**config.mk**
```make
export PLATFORM = sky130hd
export DESIGN_NAME = if_fetch_unit
export DESIGN_NICKNAME = d
export VERILOG_FILES = /design/src/rtl/if_fetch_unit_pkg.sv /design/src/rtl/if_fetch_unit.sv
export SDC_FILE = /design/constraint.sdc
export NUM_CORES = 1
export LEC_CHECK = 0
export ABC_CLOCK_PERIOD_IN_PS = 5120
export CORE_ASPECT_RATIO = 1.75
export CORE_MARGIN = 10
export CORE_UTILIZATION = 29
export CTS_CLUSTER_DIAMETER = 60
export CTS_CLUSTER_SIZE = 14
export DETAILED_ROUTE_END_ITERATION = 8
export PLACE_DENSITY = 0.63
export REMOVE_ABC_BUFFERS = 1
export SETUP_SLACK_MARGIN = 0.4
export SYNTH_ARGS = -nofsm -noshare
export SYNTH_HDL_FRONTEND = slang
export SYNTH_SLANG_ARGS = --single-unit
```
**constraint.sdc**
```tcl
create_clock -name clk -period 5.12 [get_ports clk]
set_input_delay 1.024 -clock clk [delete_from_list [all_inputs] [get_ports clk]]
set_output_delay 1.024 -clock clk [all_outputs]
set_load 0.005 [all_outputs]
```
**src/rtl/if_fetch_unit_pkg.sv**
```systemverilog
// ---------------------------------------------------------------------------
// if_fetch_unit_pkg
// Shared stage1 (instruction fetch) definitions for the Jahangir MIPS32
// pipeline: fetch FSM state encoding, PC width and the NOP instruction word.
// No ports; imported by if_fetch_unit.
// ---------------------------------------------------------------------------
package if_fetch_unit_pkg;

   localparam int PC_W = 32;

   // All-zero word is sll $0,$0,0, which the pipeline treats as a NOP.
   localparam logic [PC_W-1:0] NOP_INST = 32'h0000_0000;

   typedef enum logic [1:0] {
      ST_IDLE  = 2'd0,
      ST_REQ   = 2'd1,
      ST_WAIT  = 2'd2,
      ST_VALID = 2'd3
   } fetch_state_e;

   // Redirect targets must be word aligned; the low two bits are dropped.
   function automatic logic [PC_W-1:0] align_target(input logic [PC_W-1:0] t);
      return {t[PC_W-1:2], 2'b00};
   endfunction

endpackage

```
**src/rtl/if_fetch_unit.sv**
```systemverilog
// ---------------------------------------------------------------------------
// if_fetch_unit
// Instruction-fetch producer for stage1. Owns the PC, issues one
// instruction-memory read at a time (req/gnt/rvalid) and presents the
// fetched PC/instruction pair to the IF/ID register.
//
// Ports:
//   clk, rst_n            clock, asynchronous active-low reset
//   stall_i               IF/ID not accepting; hold presented instruction
//   flush_i               redirect; PC reloads from branch_target_i
//   branch_target_i       redirect address (bits [1:0] forced to 0)
//   imem_req_o/addr_o     read request and address (address = PC)
//   imem_gnt_i            memory accepted the request this cycle
//   imem_rvalid_i/rdata_i read response
//   if_pc_o/if_inst_o     presented PC and instruction
//   if_valid_o            presented pair holds a valid fetched instruction
// ---------------------------------------------------------------------------
module if_fetch_unit
   import if_fetch_unit_pkg::*;
#(
   parameter logic [PC_W-1:0] RESET_PC = 32'h0000_0000,
   parameter int unsigned     PC_STEP  = 4
) (
   input  logic            clk,
   input  logic            rst_n,
   input  logic            stall_i,
   input  logic            flush_i,
   input  logic [PC_W-1:0] branch_target_i,
   output logic            imem_req_o,
   output logic [PC_W-1:0] imem_addr_o,
   input  logic            imem_gnt_i,
   input  logic            imem_rvalid_i,
   input  logic [PC_W-1:0] imem_rdata_i,
   output logic [PC_W-1:0] if_pc_o,
   output logic [PC_W-1:0] if_inst_o,
   output logic            if_valid_o
);

   fetch_state_e    state_q;
   logic [PC_W-1:0] pc_q;
   logic [PC_W-1:0] inst_q;
   logic            drop_q;
   logic [PC_W-1:0] target;

   assign target = align_target(branch_target_i);

   // Fetch sequencer. drop_q remembers that the read currently in flight was
   // overtaken by a redirect, so its data must be thrown away on arrival.
   // A flush in REQ may move the PC even while the request is pending; the
   // address only changes when the redirect itself is requested, never on
   // its own. Flush outranks stall in VALID so a redirect is never lost.
   always_ff @(posedge clk or negedge rst_n) begin
      if (!rst_n) begin
         state_q <= ST_IDLE;
         pc_q    <= RESET_PC;
         inst_q  <= NOP_INST;
         drop_q  <= 1'b0;
      end else begin
         case (state_q)
            ST_IDLE: begin
               state_q <= ST_REQ;
            end
            ST_REQ: begin
               if (flush_i) begin
                  pc_q <= target;
               end
               if (imem_gnt_i) begin
                  drop_q  <= flush_i;
                  state_q <= ST_WAIT;
               end
            end
            ST_WAIT: begin
               if (imem_rvalid_i) begin
                  if (drop_q || flush_i) begin
                     drop_q  <= 1'b0;
                     state_q <= ST_REQ;
                     if (flush_i) begin
                        pc_q <= target;
                     end
                  end else begin
                     inst_q  <= imem_rdata_i;
                     state_q <= ST_VALID;
                  end
               end else if (flush_i) begin
                  pc_q   <= target;
                  drop_q <= 1'b1;
               end
            end
            ST_VALID: begin
               if (flush_i) begin
                  pc_q    <= target;
                  state_q <= ST_REQ;
               end else if (!stall_i) begin
                  pc_q    <= pc_q + PC_W'(PC_STEP);
                  state_q <= ST_REQ;
               end
            end
            default: begin
               state_q <= ST_IDLE;
            end
         endcase
      end
   end

   // Every output is a direct view of registered state, so nothing here
   // depends combinationally on the memory or IF/ID inputs.
   assign imem_req_o  = (state_q == ST_REQ);
   assign imem_addr_o = pc_q;
   assign if_pc_o     = pc_q;
   assign if_inst_o   = inst_q;
   assign if_valid_o  = (state_q == ST_VALID);

endmodule

```
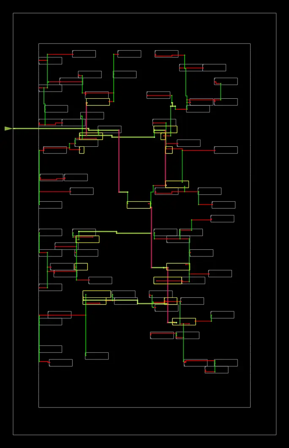
**Above:** run 1 (clock nets).
clock net sink count: 65
Clock Power: 680 uW
count of sequential standard cells: 65
number of clock buffers in the layout: 11
clock insertion delay at the later pin of the skew report: 0.33 ns

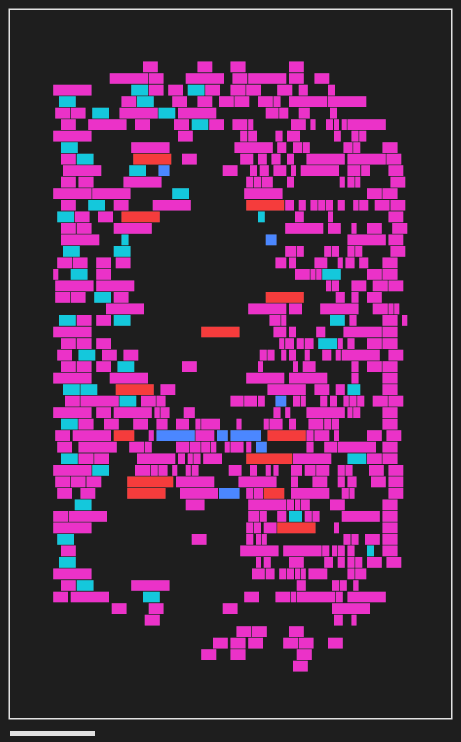
**Above:** run 1 (cells by drive strength).
Bar = 20 um.
color	size	cells
red	x6 and larger	13
blue	x3 and x4	8
cyan	x2	41
magenta	x1 and smaller	439

==> results_tabular.tex, run 1 <==
% Synthesis and place-and-route results
\begin{tabular}{lr}
\hline
Metric & Value \\
\hline
\multicolumn{2}{l}{\textbf{Status}} \\
\quad Run status & completed \\
\multicolumn{2}{l}{\textbf{Layout}} \\
\quad Design area & 5480 um2 \\
\quad Non-filler instance count after layout & 666 \\
\quad Fraction of final layout cells sized beyond drive strength 1 & 0.124 \\
\multicolumn{2}{l}{\textbf{Detailed routing}} \\
\quad Total wire length after detailed routing & 12,100 um \\
\quad Routed Antenna Nets & 0 \\
\quad Via/cell ratio & 5.10 \\
\multicolumn{2}{l}{\textbf{Clocking}} \\
\quad Buffer cell driving the clock tree root & sky130\_fd\_sc\_hd\_\_clkbuf\_16 \\
\quad Maximum buffer depth of the clock tree & 2 \\
\quad H-tree levels & 3 \\
\quad Number of buffers created by CTS & 9 \\
\multicolumn{2}{l}{\textbf{Final timing}} \\
\quad Period utilization & 0.627 \\
\quad Final Hold Slack & 0.505 ns \\
\quad RSZ-0062 raised after global routing & no \\
\multicolumn{2}{l}{\textbf{Die}} \\
\quad Effective utilization at floorplan & 0.297 \\
\quad Chip Height & 167 um \\
\quad Top-level I/O count & 168 \\
\multicolumn{2}{l}{\textbf{Yosys}} \\
\quad Synth area leader & sky130\_fd\_sc\_hd\_\_dfrtp\_1 \\
\quad Main area contributors & sky130\_fd\_sc\_hd\_\_dfrtp\_1, sky130\_fd\_sc\_hd\_\_mux2\_2, sky130\_fd\_sc\_hd\_\_buf\_4, sky130\_fd\_sc\_hd\_\_a21oi\_1, sky130\_fd\_sc\_hd\_\_nand3\_1 \\
\quad Chip Area, Yosys & 3590 um2 \\
\quad Library cells used by synthesis & 49 \\
\quad Share of async-settable or async-resettable flops after synthesis & 1.00 \\
\quad Top flip-flop cell by instance count after synthesis & sky130\_fd\_sc\_hd\_\_dfrtp\_1 \\
\quad Synthesized area divided by synthesized cell count & 9.70 um2 \\
\quad Most numerous cell in the Yosys netlist & sky130\_fd\_sc\_hd\_\_dfrtp\_1 \\
\quad Post-synthesis cell count from yosys & 370 \\
\quad Flip-flops with a built-in enable & 0 \\
\quad Number of instances in the synthesized netlist & 370 \\
\multicolumn{2}{l}{\textbf{Power and ir drop}} \\
\quad Power Dens Cells & 608 nW/um2 \\
\quad Switching Power & 1.15 mW \\
\quad Share of total power in the clock network & 0.204 \\
\quad IR Drop Worst-Case VDD & 0.000270 V \\
\quad Part of the power in registers & 0.320 \\
\multicolumn{2}{l}{\textbf{Setup path}} \\
\quad Setup crit end kind & register \\
\quad Crit path DRT & 5.38 ns \\
\quad CP startpoint & flush\_i \\
\multicolumn{2}{l}{\textbf{Place}} \\
\quad Post-place instance area & 5150 um2 \\
\multicolumn{2}{l}{\textbf{Worst hold path}} \\
\quad Classification of the worst-slack hold path & register to register \\
\multicolumn{2}{l}{\textbf{Global routing}} \\
\quad Antenna violations before repair & 0 \\
\hline
\end{tabular}
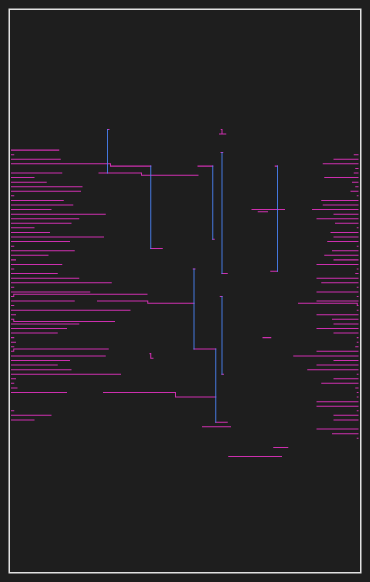
**Above:** run 1 (signal wires by layer).
Only two layers are drawn.
color	layer	wire length
blue	M4	195 um
magenta	M3	1,390 um

[run 1: per-layer routing]
layer,share of wire,track usage
met1,0.38,0.140
met2,0.49,0.228
met3,0.11,0.0776
met4,0.016,0.0401
met5,0,0
[run 1: logic make-up after synthesis]
group / count (synthesis) / share of synthesized area
simple gates: 105 / 0.149
compound gates: 100 / 0.175
flops: 65 / 0.453
buf+inv: 61 / 0.100
mux: 33 / 0.103
fa+ha+maj: 5 / 0.0174
other cells: 1 / 0.00105
[run 1: worst paths after layout]
| kind | to | slack (ns) |
|---|---|---|
| worst max-delay path | if_pc_o[31] | 1.91 |
| worst min-delay path | if_inst_o[24] | 0.50 |
| worst max register to register | if_pc_o[20] | 2.47 |
| worst min register to register | if_inst_o[24] | 0.50 |
| max in group asynchronous | if_pc_o[9] | 3.37 |
| min in group asynchronous | if_pc_o[4] | 0.82 |
[run 1: registers in the layout, summed over array words and instances (netlist names)]
register	cells
drop_q	1
state_q	2
if_inst_o	32
if_pc_o	30
[run 1: cell type report]
class,count,area share
Clock buffer,11,0.0461
Clock inverter,5,0.0142
Inverter,8,0.00548
Multi-Input combinational cell,247,0.301
Sequential cell,65,0.297
Tap cell,165,0.0377
Timing Repair Buffer,165,0.299
[run 1: layout by cell type, fill, tap and decap left out, drive strengths merged, types with 10 or more instances in the layout]
master and n:
a21oi 34, nand4 11, nor2 15, mux2 32
clkbuf 11, o21ai 22, clkdlybuf4s50 160, o22ai 10
dfrtp 65, nand3 23, nand2 29
[run 1: power groups by stage]
stage | clock, mW | combinational (mW) | sequential [mW]
2_1_floorplan | 0 | 0.568 | 1.05
3_3_place_gp | 0 | 1.58 | 1.06
3_5_place_dp | 0 | 1.61 | 1.07
4_1_cts | 0.698 | 1.61 | 1.07
5_1_grt | 0.721 | 1.74 | 1.12
6_report | 0.680 | 1.59 | 1.06
## Run 2: what changed since run 1
Settings changed: ABC_CLOCK_PERIOD_IN_PS 5120 to 2750, PLACE_DENSITY 0.63 to 0.65.
Clock period 5.12 ns to 2.75 ns, I/O delays scaled along.
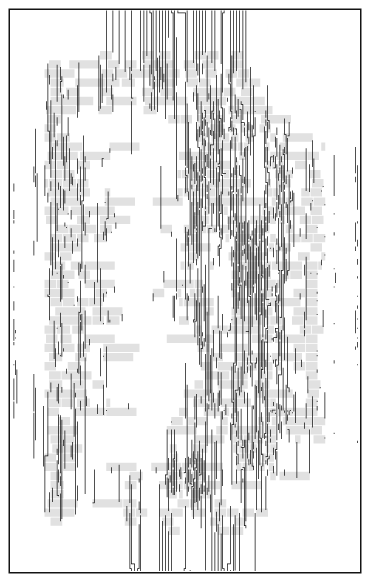
**Above:** run 2 (metal 2).
Cells faint in the background.
nets with wire on the layer	528
longest straight run	51.3 um
share of all routed wire	50%
wire length on this layer	6,310 um

==> results_tabular.tex, run 2 <==
% Synthesis and place-and-route results
\begin{tabular}{lr}
\hline
Metric & Value \\
\hline
\multicolumn{2}{l}{\textbf{Global routing}} \\
\quad Global Route met2 Usage & 0.244 \\
\quad Global routing met3 resource utilization & 0.0623 \\
\multicolumn{2}{l}{\textbf{Layout}} \\
\quad Logic Gate Count & 247 \\
\quad Inverters, non-clock & 8 \\
\quad Clock-cell share & 0.0533 \\
\quad Sequential cell area share & 0.292 \\
\quad Fraction of cell area in non-clock buffers & 0.313 \\
\quad Largest area class, layout & buffers \\
\quad Number of clock buffers in the layout & 12 \\
\quad Max FFs per register & 32 \\
\quad Count of sequential standard cells & 65 \\
\multicolumn{2}{l}{\textbf{Power and ir drop}} \\
\quad Power Dens Cells & 1120 nW/um2 \\
\quad IR Drop Worst-Case VDD & 0.000486 V \\
\multicolumn{2}{l}{\textbf{Status}} \\
\quad Run status & completed \\
\multicolumn{2}{l}{\textbf{Detailed routing}} \\
\quad Met2 wire len & 6310 um \\
\quad Highest routed layer & met4 \\
\quad Via/cell ratio & 5.11 \\
\multicolumn{2}{l}{\textbf{Clocking}} \\
\quad Maximum buffer depth of the clock tree & 2 \\
\quad Number of buffers created by CTS & 9 \\
\quad H-tree levels & 3 \\
\multicolumn{2}{l}{\textbf{Setup path}} \\
\quad Crit path DRT & 2.20 ns \\
\multicolumn{2}{l}{\textbf{Yosys}} \\
\quad Most numerous cell in the Yosys netlist & sky130\_fd\_sc\_hd\_\_dfrtp\_1 \\
\quad Synthesized area divided by synthesized cell count & 9.70 um2 \\
\quad Chip Area, Yosys & 3590 um2 \\
\quad Share of async-settable or async-resettable flops after synthesis & 1.00 \\
\multicolumn{2}{l}{\textbf{Die}} \\
\quad Top-level I/O count & 168 \\
\multicolumn{2}{l}{\textbf{Place}} \\
\quad Post-place instance area & 5240 um2 \\
\multicolumn{2}{l}{\textbf{Final timing}} \\
\quad RSZ-0062 raised after global routing & no \\
\hline
\end{tabular}
==> run 2: cell counts after synthesis <==
No cell type changed its count.
==> run 2: path summary, 6_finish.rpt <==
check / startpoint / depth (start not counted) / slack, ns / to
max: state_q[1] / 3 / 0.51 / imem_req_o
min: rst_n / 1 / 0.28 / if_pc_o[8]
max reg2reg: state_q[0] / 5 / 0.61 / if_inst_o[16]
min reg2reg: if_inst_o[22] / 1 / 0.51 / if_inst_o[22]
max in group asynchronous: rst_n / 2 / 1.81 / if_inst_o[6]
min in group clk: if_inst_o[22] / 1 / 0.51 / if_inst_o[22]
==> run 2: worst reg2reg max path, stage by stage, from the launching register on <==
cell                       delay, ns
sky130_fd_sc_hd__dfrtp_1        0.42
sky130_fd_sc_hd__inv_1          0.10
sky130_fd_sc_hd__ha_1           0.26
sky130_fd_sc_hd__nor4bb_4       0.37
sky130_fd_sc_hd__buf_4          0.45
sky130_fd_sc_hd__mux2_2         0.42
==> run 2: cell families after synthesis <==
logic type / Yosys count / share of synthesized area
fa+ha+maj: 5 / 0.0174
other cells: 1 / 0.00105
flops: 65 / 0.453
mux: 33 / 0.103
compound gates: 100 / 0.175
simple gates: 105 / 0.149
buf+inv: 61 / 0.100
==> run 2: power by group <==
part           internal (mW)  leakage, nW  switching (mW)
sequential              1.43        0.775           0.570
combinational           1.85         1.29            1.19
clock                  0.743        0.148           0.418
==> run 2: stage by stage <==
stage          instances  power (mW)
2_1_floorplan        320        3.02
3_3_place_gp         660        4.97
4_1_cts              675        6.27
3_5_place_dp         660        5.07
5_1_grt              676        6.66
6_report             676        6.21
==> run 2: timing repair <==
item                                   in CTS  in global routing
setup buffers                               0                  1
gates resized                               0                  3
endpoints found under the hold margin       0                  0
setup endpoints to repair                   0                  3
## Run 3: what changed since run 2
Settings changed: ABC_CLOCK_PERIOD_IN_PS 2750 to 2300, PLACE_DENSITY 0.65 to 0.63.
Clock period 2.75 ns to 2.3 ns, I/O delays scaled along.
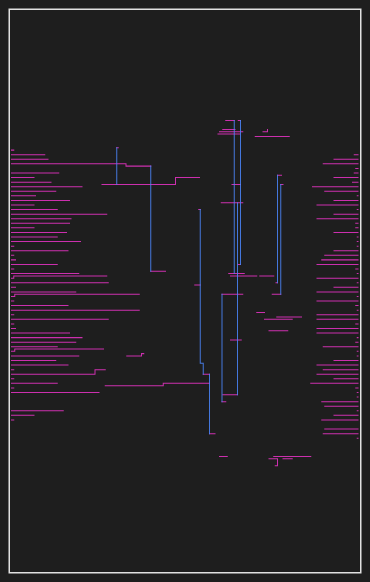
**Above:** run 3 (signal wires by layer).
Only two layers are drawn.
color	layer	wire length
blue	M4	352 um
magenta	M3	1,370 um

==> results_tabular.tex, run 3 <==
% Synthesis and place-and-route results
\begin{tabular}{lr}
\hline
Metric & Value \\
\hline
\multicolumn{2}{l}{\textbf{Yosys}} \\
\quad Synth area leader & sky130\_fd\_sc\_hd\_\_dfrtp\_1 \\
\quad Share of async-settable or async-resettable flops after synthesis & 1.00 \\
\quad Top flip-flop cell by instance count after synthesis & sky130\_fd\_sc\_hd\_\_dfrtp\_1 \\
\quad Most numerous cell in the Yosys netlist & sky130\_fd\_sc\_hd\_\_dfrtp\_1 \\
\quad Number of instances in the synthesized netlist & 370 \\
\quad Flip-flops with a built-in enable & 0 \\
\quad Main area contributors & sky130\_fd\_sc\_hd\_\_dfrtp\_1, sky130\_fd\_sc\_hd\_\_mux2\_2, sky130\_fd\_sc\_hd\_\_buf\_4, sky130\_fd\_sc\_hd\_\_a21oi\_1, sky130\_fd\_sc\_hd\_\_nand3\_1 \\
\quad Library cells used by synthesis & 49 \\
\quad Post-synthesis cell count from yosys & 370 \\
\quad Synthesized area divided by synthesized cell count & 9.70 um2 \\
\multicolumn{2}{l}{\textbf{Clocking}} \\
\quad Number of buffers created by CTS & 9 \\
\quad Maximum buffer depth of the clock tree & 2 \\
\quad H-tree levels & 3 \\
\quad Clock insertion delay at the later pin of the skew report & 0.33 ns \\
\multicolumn{2}{l}{\textbf{Detailed routing}} \\
\quad Routed Antenna Nets & 0 \\
\quad Total wire length after detailed routing & 12,800 um \\
\quad Via/cell ratio & 5.09 \\
\multicolumn{2}{l}{\textbf{Status}} \\
\quad Run status & completed \\
\multicolumn{2}{l}{\textbf{Power and ir drop}} \\
\quad IR Drop Worst-Case VDD & 0.000699 V \\
\multicolumn{2}{l}{\textbf{Place}} \\
\quad Post-place instance area & 5370 um2 \\
\quad Cells after DPL & 673 \\
\multicolumn{2}{l}{\textbf{Layout}} \\
\quad Fraction of final layout cells sized beyond drive strength 1 & 0.238 \\
\quad Max FFs per register & 32 \\
\quad Non-filler instance count after layout & 708 \\
\multicolumn{2}{l}{\textbf{Global routing}} \\
\quad Antenna violations before repair & 0 \\
\multicolumn{2}{l}{\textbf{Setup path}} \\
\quad Setup crit end kind & register \\
\quad Crit path DRT & 2.50 ns \\
\quad Path depth of the worst reg2reg path & 8 \\
\quad Crit path buffers/inverters & 2 \\
\multicolumn{2}{l}{\textbf{Die}} \\
\quad Chip Height & 167 um \\
\quad Effective utilization at floorplan & 0.297 \\
\multicolumn{2}{l}{\textbf{Final timing}} \\
\quad Final Hold Slack & 0.148 ns \\
\quad Period utilization & 0.807 \\
\quad RSZ-0062 raised after global routing & yes \\
\hline
\end{tabular}
## run 3: cell counts after synthesis
No cell type changed its count.
## run 3: power by group
| part | internal (mW) | switching, mW | total (mW) |
|---|---|---|---|
| combinational | 2.56 | 1.61 | 4.18 |
| sequential | 1.73 | 0.638 | 2.37 |
| clock | 0.925 | 0.496 | 1.42 |
## run 3: metal layers
metal / share of wire / vias up / track usage
met5: 0 / - / 0
met3: 0.11 / 23 / 0.0688
met1: 0.36 / 1740 / 0.144
li1: - / 1665 / -
met2: 0.50 / 177 / 0.244
met4: 0.027 / 0 / 0.0565
## run 3: logic make-up after synthesis
| kind of cell | Yosys count | share of synthesized area |
|---|---|---|
| buffers and inverters | 61 | 0.100 |
| AOI/OAI and AO/OA | 100 | 0.175 |
| muxes | 33 | 0.103 |
| other | 1 | 0.00105 |
| adders and majority gates | 5 | 0.0174 |
| and+or+nand+nor | 105 | 0.149 |
| DFF | 65 | 0.453 |
## run 3: worst paths after layout
check / start / endpoint / slack [ns]
max: state_q[1] / if_pc_o[31] / 0.44
min: rst_n / if_pc_o[4] / 0.15
max reg2reg: state_q[1] / if_pc_o[31] / 0.44
min reg2reg: if_inst_o[21] / if_inst_o[21] / 0.51
max in group asynchronous: rst_n / state_q[0] / 1.85
min in group clk: if_inst_o[21] / if_inst_o[21] / 0.51
## run 3: area by class of cell
type | instances | area [um2]
clock buffer | 12 | 267
clock inverter | 4 | 50.0
fill | 1115 | 6060
inverter | 8 | 30.0
multi-input combinational | 247 | 1760
sequential | 65 | 1640
tap | 165 | 206
timing repair buffer | 207 | 2050
## run 3: timing repair
item / in CTS / in global routing
pin swaps: 8 / 3
cloned: 0 / 2
setup endpoints to repair: 62 / 63
buffers inserted: 7 / 10
resized: 23 / 20
Power figures rest on the tool's default switching activity, not on a simulated workload.
